Met2 routing:
Scale bar: 20 µm.
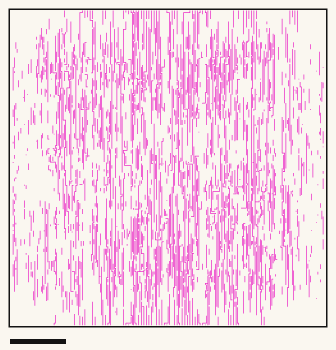
Met3 routing:
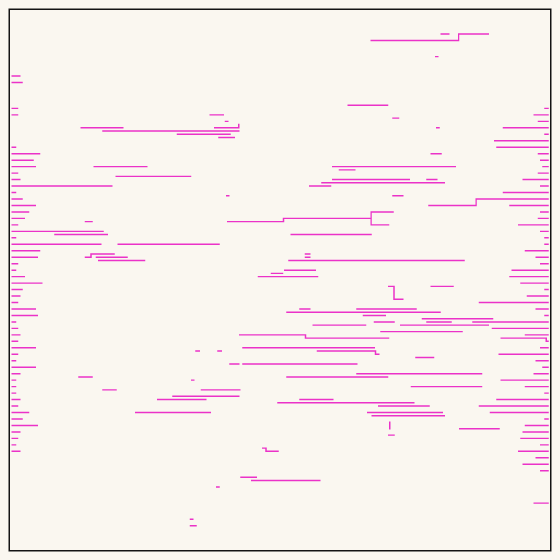
Clock wiring as the flow saved it:
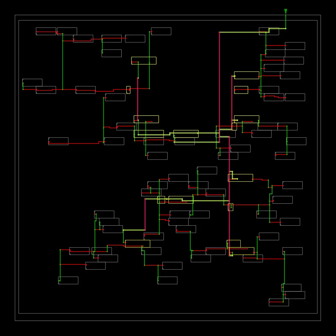
Design exec_logic_unit, sky130hd; sources not shown.
==> reports/summary.txt <==
mux frac, synth - 0.004933
global-route wire length before repair - 30500 µm
DIE AREA - 12880 µm²
Worst slew margin - 0.3713
switching share of power - 0.3205
Worst EP arrival - 2.95 ns
most common library cells after synthesis - 136 x inv_1, 88 x nand2_1, 79 x nor2_1, 68 x dfxtp_1, 67 x ha_1
Clock Buffer Count - 12
IO Count - 208
Pwr Density - 190.4 nW/µm²
H-Tree Depth - 3
Final Hold Slack - 0.4601 ns
Worst Hold Class - reg2reg
Seq pwr share - 0.308
maximum clock path buffer count - 2
sequential cell area - 1361 µm²
CP Max Fanout - 3
Critical Path Max Stage Delay - 0.48 ns
Vias/cell - 5.491
layout cells sized above 1 - 0.03494
P_int - 1.121 mW
chip area line of the yosys report - 6341 µm²
Final clock-cell share - 0.03508
Tapcells - 168
Non-Clock Inverter Count - 137
area of the mapped netlist - 6341 µm²
outcome - finished clean
average routed wire per standard cell - 15.28 µm
Fin. Hold Viols - 0
tool warnings - 28
GR Layer Usage met1 - 0.4067
grt met2 use - 0.4724
post-synth top area share - 0.2147
CTS root buf - clkbuf_16
Worst-Skew Late Latency - 0.34 ns
Pre-antenna DRT Iters - 5
Buf/Inv on CP - 3
Power Total - 1.651 mW
Synth area leader - dfxtp_1
met2 wire length - 8472 µm
Post-synth EDFFs - 0
VDD IR max - 0.1751 mV
Layout area overhead - 36.70%
syn_area_per_cell - 7.133 µm²
top cell class by occupied area - combinational gates
max reg flops - 63
Worst Tran Pin Value - 0.9431 ns
# rows - 40
hpwl dp - 13780 µm
WL met1 - 8641 µm
All-Layer GR Usage - 0.3041
total number of yosys warnings - 0
largest power group - combinational logic
reg2reg path depth - 6
## Picture notes: 'met2 routing'
The layer holds 45% of the routed length. 1040 nets have wire on it. The longest straight run is 35.5 µm. The layer carries 8470 µm of wire.
vias after detailed routing: 6737
Total Wirelength: 18740 µm

## Picture notes: 'met3 routing'
The longest straight run is 36.8 µm. 164 nets have wire on it.
global routing usage on met3: 0.05313

## Picture notes: 'clock wiring as the flow saved it'
flop count: 68
Num CTS Buffers: 9

Power and IR drop assume default switching activity.
